Figure 1. Metal layers overlaid.
Drawn at 8 px/µm. Two of the layers only.
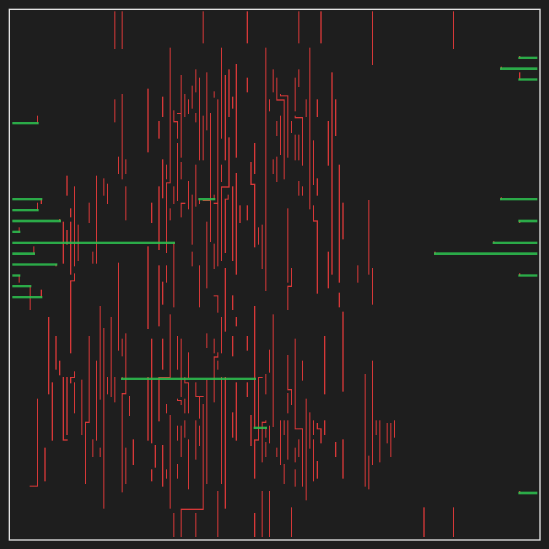
Figure 2. Clock routing.
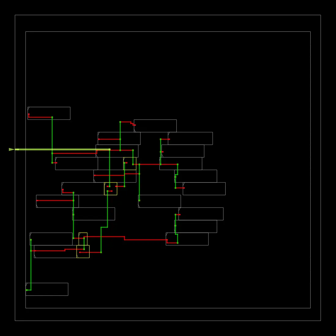
Figure 3. Where the registers sit.
Drawn at 6 px/µm.
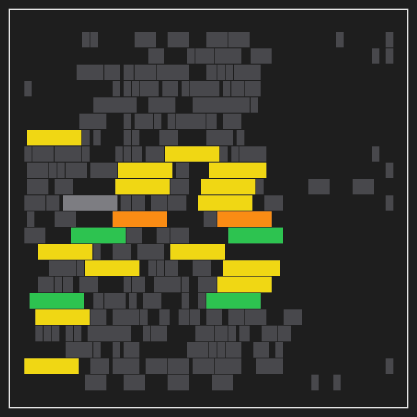
Figure 4. Port wiring.
Drawn at 6 px/µm.
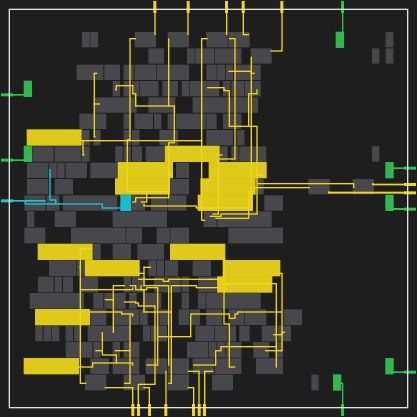
Figure 5. The metal 2 layer.
Drawn at 6 px/µm.
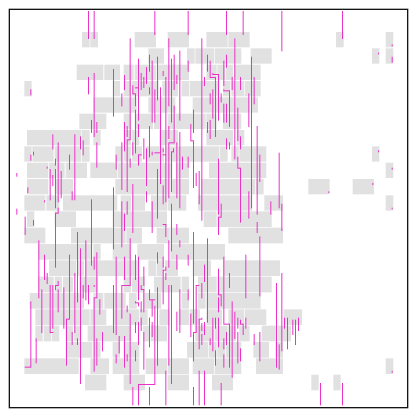
## src/rtl/bsg_link_credit_tracker.sv

```systemverilog
// Multi-channel token-credit tracker for the upstream side of the off-chip link.
// Optional statistics/overflow logic is built when BSG_LINK_CREDIT_STATS_EN is defined.
module bsg_link_credit_tracker #(
    parameter int NUM_CH         = 2,
    parameter int CREDIT_DEPTH   = 64,
    parameter int TOKEN_RATIO_LG = 3,
    parameter int TOKEN_SYNC     = 2,
    parameter int CNT_W          = 7,
    localparam int CW            = $clog2(CREDIT_DEPTH + 1),
    localparam int SW            = (NUM_CH > 1) ? $clog2(NUM_CH) : 1
) (
    input  logic                 clk,
    input  logic                 rst,
    input  logic [NUM_CH-1:0]    token_i,
    input  logic                 core_valid_i,
    output logic                 core_ready_o,
    output logic [NUM_CH-1:0]    send_o,
    output logic [SW-1:0]        ch_sel_o,
    output logic [NUM_CH*CW-1:0] credit_o,
    output logic                 overflow_o,
    output logic [CNT_W-1:0]     sent_cnt_o,
    output logic [CNT_W-1:0]     returned_cnt_o
);

    localparam logic [CW:0]   DEPTH_X = (CW + 1)'(CREDIT_DEPTH);
    localparam logic [CW:0]   INC_X   = (CW + 1)'(2 ** TOKEN_RATIO_LG);
    localparam logic [SW-1:0] LAST_CH = SW'(NUM_CH - 1);

    logic [NUM_CH-1:0] r_sync [TOKEN_SYNC];
    logic [NUM_CH-1:0] r_hist;
    logic [CW-1:0]     r_credit [NUM_CH];
    logic [SW-1:0]     r_ch_sel;

    logic [NUM_CH-1:0] w_edge;
    logic              w_xfer;
    logic [NUM_CH-1:0] w_send;
    logic [CW:0]       w_sum [NUM_CH];
    logic [CW-1:0]     w_next_credit [NUM_CH];

    // Token wires are asynchronous; each level change is one token.
    always_ff @(posedge clk or negedge rst) begin
        if (!rst) begin
            for (int s = 0; s < TOKEN_SYNC; s++) begin
                r_sync[s] <= '0;
            end
            r_hist <= '0;
        end else begin
            r_sync[0] <= token_i;
            for (int s = 1; s < TOKEN_SYNC; s++) begin
                r_sync[s] <= r_sync[s-1];
            end
            r_hist <= r_sync[TOKEN_SYNC-1];
        end
    end

    assign w_edge = r_sync[TOKEN_SYNC-1] ^ r_hist;

    // valid/ready: a word transfers in any cycle where core_valid_i & core_ready_o;
    // ready depends only on registered credit of the current channel, never on valid.
    assign core_ready_o = (r_credit[r_ch_sel] != '0);
    assign w_xfer       = core_valid_i & core_ready_o;

    always_comb begin
        w_send = '0;
        if (w_xfer) begin
            w_send[r_ch_sel] = 1'b1;
        end
    end

    // Send and token on the same channel apply together; result saturates at full depth.
    always_comb begin
        for (int i = 0; i < NUM_CH; i++) begin
            w_sum[i] = {1'b0, r_credit[i]} - (CW + 1)'(w_send[i])
                     + (w_edge[i] ? INC_X : '0);
            if (w_sum[i] > DEPTH_X) begin
                w_next_credit[i] = DEPTH_X[CW-1:0];
            end else begin
                w_next_credit[i] = w_sum[i][CW-1:0];
            end
        end
    end

    always_ff @(posedge clk or negedge rst) begin
        if (!rst) begin
            for (int i = 0; i < NUM_CH; i++) begin
                r_credit[i] <= DEPTH_X[CW-1:0];
            end
            r_ch_sel <= '0;
        end else begin
            for (int i = 0; i < NUM_CH; i++) begin
                r_credit[i] <= w_next_credit[i];
            end
            if (w_xfer) begin
                r_ch_sel <= (r_ch_sel == LAST_CH) ? '0 : r_ch_sel + 1'b1;
            end
        end
    end

    always_comb begin
        credit_o = '0;
        for (int i = 0; i < NUM_CH; i++) begin
            credit_o[i*CW +: CW] = r_credit[i];
        end
    end

    assign send_o   = w_send;
    assign ch_sel_o = r_ch_sel;

`ifdef BSG_LINK_CREDIT_STATS_EN
    logic             r_overflow;
    logic [CNT_W-1:0] r_sent_cnt;
    logic [CNT_W-1:0] r_returned_cnt;
    logic [CNT_W-1:0] w_ret_inc;
    logic             w_any_over;

    always_comb begin
        w_ret_inc  = '0;
        w_any_over = 1'b0;
        for (int i = 0; i < NUM_CH; i++) begin
            if (w_edge[i]) begin
                w_ret_inc = w_ret_inc + CNT_W'(2 ** TOKEN_RATIO_LG);
            end
            if (w_sum[i] > DEPTH_X) begin
                w_any_over = 1'b1;
            end
        end
    end

    always_ff @(posedge clk or negedge rst) begin
        if (!rst) begin
            r_overflow     <= 1'b0;
            r_sent_cnt     <= '0;
            r_returned_cnt <= '0;
        end else begin
            if (w_any_over) begin
                r_overflow <= 1'b1;
            end
            if (w_xfer) begin
                r_sent_cnt <= r_sent_cnt + 1'b1;
            end
            r_returned_cnt <= r_returned_cnt + w_ret_inc;
        end
    end

    assign overflow_o     = r_overflow;
    assign sent_cnt_o     = r_sent_cnt;
    assign returned_cnt_o = r_returned_cnt;
`else
    assign overflow_o     = 1'b0;
    assign sent_cnt_o     = '0;
    assign returned_cnt_o = '0;
`endif

endmodule

```

## config.mk

```make
export PLATFORM = sky130hd
export DESIGN_NAME = bsg_link_credit_tracker
export DESIGN_NICKNAME = d
export VERILOG_FILES = /design/src/rtl/bsg_link_credit_tracker.sv
export SDC_FILE = /design/constraint.sdc
export NUM_CORES = 1
export LEC_CHECK = 0
export CORE_MARGIN = 2
export CORE_UTILIZATION = 40
export CTS_BUF_LIST = sky130_fd_sc_hd__clkbuf_4
export DETAILED_ROUTE_END_ITERATION = 10
export PLACE_DENSITY = 0.77
export SLEW_MARGIN = 10
export SYNTH_ARGS = -nofsm -noshare
export SYNTH_HDL_FRONTEND = slang
export SYNTH_SLANG_ARGS = --single-unit
export TNS_END_PERCENT = 1
```

## constraint.sdc

```tcl
create_clock -name clk -period 8.1 [get_ports clk]
set_input_delay 1.215 -clock clk [delete_from_list [all_inputs] [get_ports clk]]
set_output_delay 1.215 -clock clk [all_outputs]
set_load 0.01 [all_outputs]
```

==> flow_metrics.py <==
# Physical implementation metrics
metrics = {
    "final_layout": {
        "clock_area_frac": 0.0154,
        "layout.nonclk_buf_frac": 0.123,
        "seq_cell_count": 21,
        "n_fill_cell": 352,
        "comb_share": 0.484,
        "instances_no_fill": 235,
        "nMultiInputCombCells": 116,
    },
    "power": {
        "p_sw_mw": 0.335,
        "p_int_mw": 0.396,
        "clockPowerShare": 0.069,
        "pwr_density_cell_nw_per_um2": 408,
        "power_mw": 0.731,
    },
    "floorplan": {
        "die_h_um": 66.2,
        "num_rows": 22,
        "taps": 48,
    },
    "timing": {
        "finalSetupViolCount": 0,
        "rsz0062_at_grt": "no",
        "worst_pin_slew_ns": 0.869,
        "period_used_share": 0.454,
        "setup_tns_ns": 0,
        "max_freq_ghz": 0.272,
    },
    "place": {
        "dp_hpwl_um": 2320,
        "pre_cts_slack_ns": 4.18,
        "placed_area_um2": 1770,
        "dpl.cell_count": 231,
        "gp_congestion": 0.794,
    },
    "yosys": {
        "ys_sh_simple": 0.205,
        "synthCells": 162,
        "synth-main-ff-cell": "dfrtp_1",
        "synthAdderAreaFrac": 0.155,
        "yosys_area_um2": 1550,
        "ys_top_cells_by_area": "dfrtp_1 (31%), ha_1 (13%), buf_4 (7.3%)",
        "numSynthFlops": 21,
        "aoi_share": 0.113,
    },
    "status": {
        "status": "finished clean",
    },
    "critical_path": {
        "path_class": "primary input to output pin",
        "arrival_ns": 2.46,
        "start_kind": "primary input",
    },
    "detailed_routing": {
        "remaining_drc_errors": 0,
        "firstDrtPassIters": 4,
        "vias_per_cell": 4.94,
    },
    "global_route": {
        "grt_max_degree": 22,
    },
    "clocking": {
        "cts_setup_buffers": 0,
        "cts_hold_buf": 0,
        "cts_buffers": 3,
    },
    "job": {
        "warnings": 26,
    },
}
Notes on Figure 1 above:
[M2] red | wire length: 1350 µm
[M3] green | wire length: 107 µm
DRT Wirelength: 2820 µm
WL per Instance: 12.0 µm

Notes on Figure 2 above:
Clock Latency Late Sink: 0.30 ns
Layout clock buffers: 3
clock skew: 0.00768 ns
CTS Sinks: 21

Notes on Figure 3 above:
[credit_o] yellow | sequential cells: 14
[r_sync] green | sequential cells: 4
[r_hist] orange | sequential cells: 2
Seq/total area: 0.294
Layout Utilization: 0.486
Seq group: 0.169 mW

Notes on Figure 4 above:
[credit_o] yellow | bits: 14 | direction: output | end cells: 14 | buffers: 14 | wire: 707 µm
[core_ready_o] cyan | bits: 1 | direction: output | end cells: 1 | buffers: 1 | wire: 29.3 µm
[returned_cnt_o] green | bits: 7 | direction: output | end cells: 7 | buffers: 0 | wire: 23.0 µm
number of placed I/O pins: 38
Port Buffers: 22

Notes on Figure 5 above:
main direction: vertical
wire length on this layer: 1350 µm
nets with wire on the layer: 184
Vias: 1162
GR Util met2: 0.243

-- worst paths after layout --
kind                                    from           to  slack (ns)
worst max register to register  credit_o[13]  credit_o[1]        4.74
worst min register to register     r_sync[2]    r_sync[0]        0.36
max in group asynchronous                rst    r_sync[2]        6.17
worst min-delay path               r_sync[2]    r_sync[0]        0.36
worst max-delay path            core_valid_i    send_o[0]        4.42
min in group asynchronous                rst  credit_o[0]        1.39
-- synth_stat cells, types with 3 or more instances --
master    number
xor2_1         4
nor3b_1        6
a211oi_1       4
ha_1          16
xnor2_1        5
and3b_1        3
nor4_1         3
dfrtp_1       19
nor2_1        19
inv_1         24
o21ai_0        6
nand2_1        5
buf_4         15
-- placed cells by master, fill, tap and decap left out, types with 3 or more instances in the layout --
master / count
clkbuf_4: 3
nor4_1: 3
dfrtp_1: 19
nor2_1: 19
ha_1: 16
nor3b_1: 6
xor2_1: 4
clkdlybuf4s50_1: 22
and3b_1: 3
o21ai_0: 6
conb_1: 15
nand2_1: 5
xnor2_1: 5
inv_1: 24
a211oi_1: 4
-- worst max-delay path, cell delays in order --
cell             delay, ns
clkdlybuf4s50_1       0.47
nand2_1               0.08
nor2_1                0.14
clkdlybuf4s50_1       0.56
-- routing by layer --
| metal | wire length, µm | part of all wire | GRT usage |
|---|---|---|---|
| met5 | 0 | 0 | 0 |
| met4 | 0 | 0 | 0.0255 |
| met3 | 106 | 0.038 | 0.0170 |
| met2 | 1350 | 0.48 | 0.243 |
| met1 | 1370 | 0.48 | 0.202 |
-- power groups by stage --
stage | registers [mW] | clock network (mW) | logic [mW]
after floorplan | 0.173 | 0 | 0.371
after global placement | 0.171 | 0 | 0.499
after detailed placement | 0.172 | 0 | 0.509
after CTS | 0.171 | 0.0515 | 0.512
after global routing | 0.174 | 0.0566 | 0.583
final | 0.169 | 0.0502 | 0.511
No activity file was given, so power comes from the tool's default toggle rates.
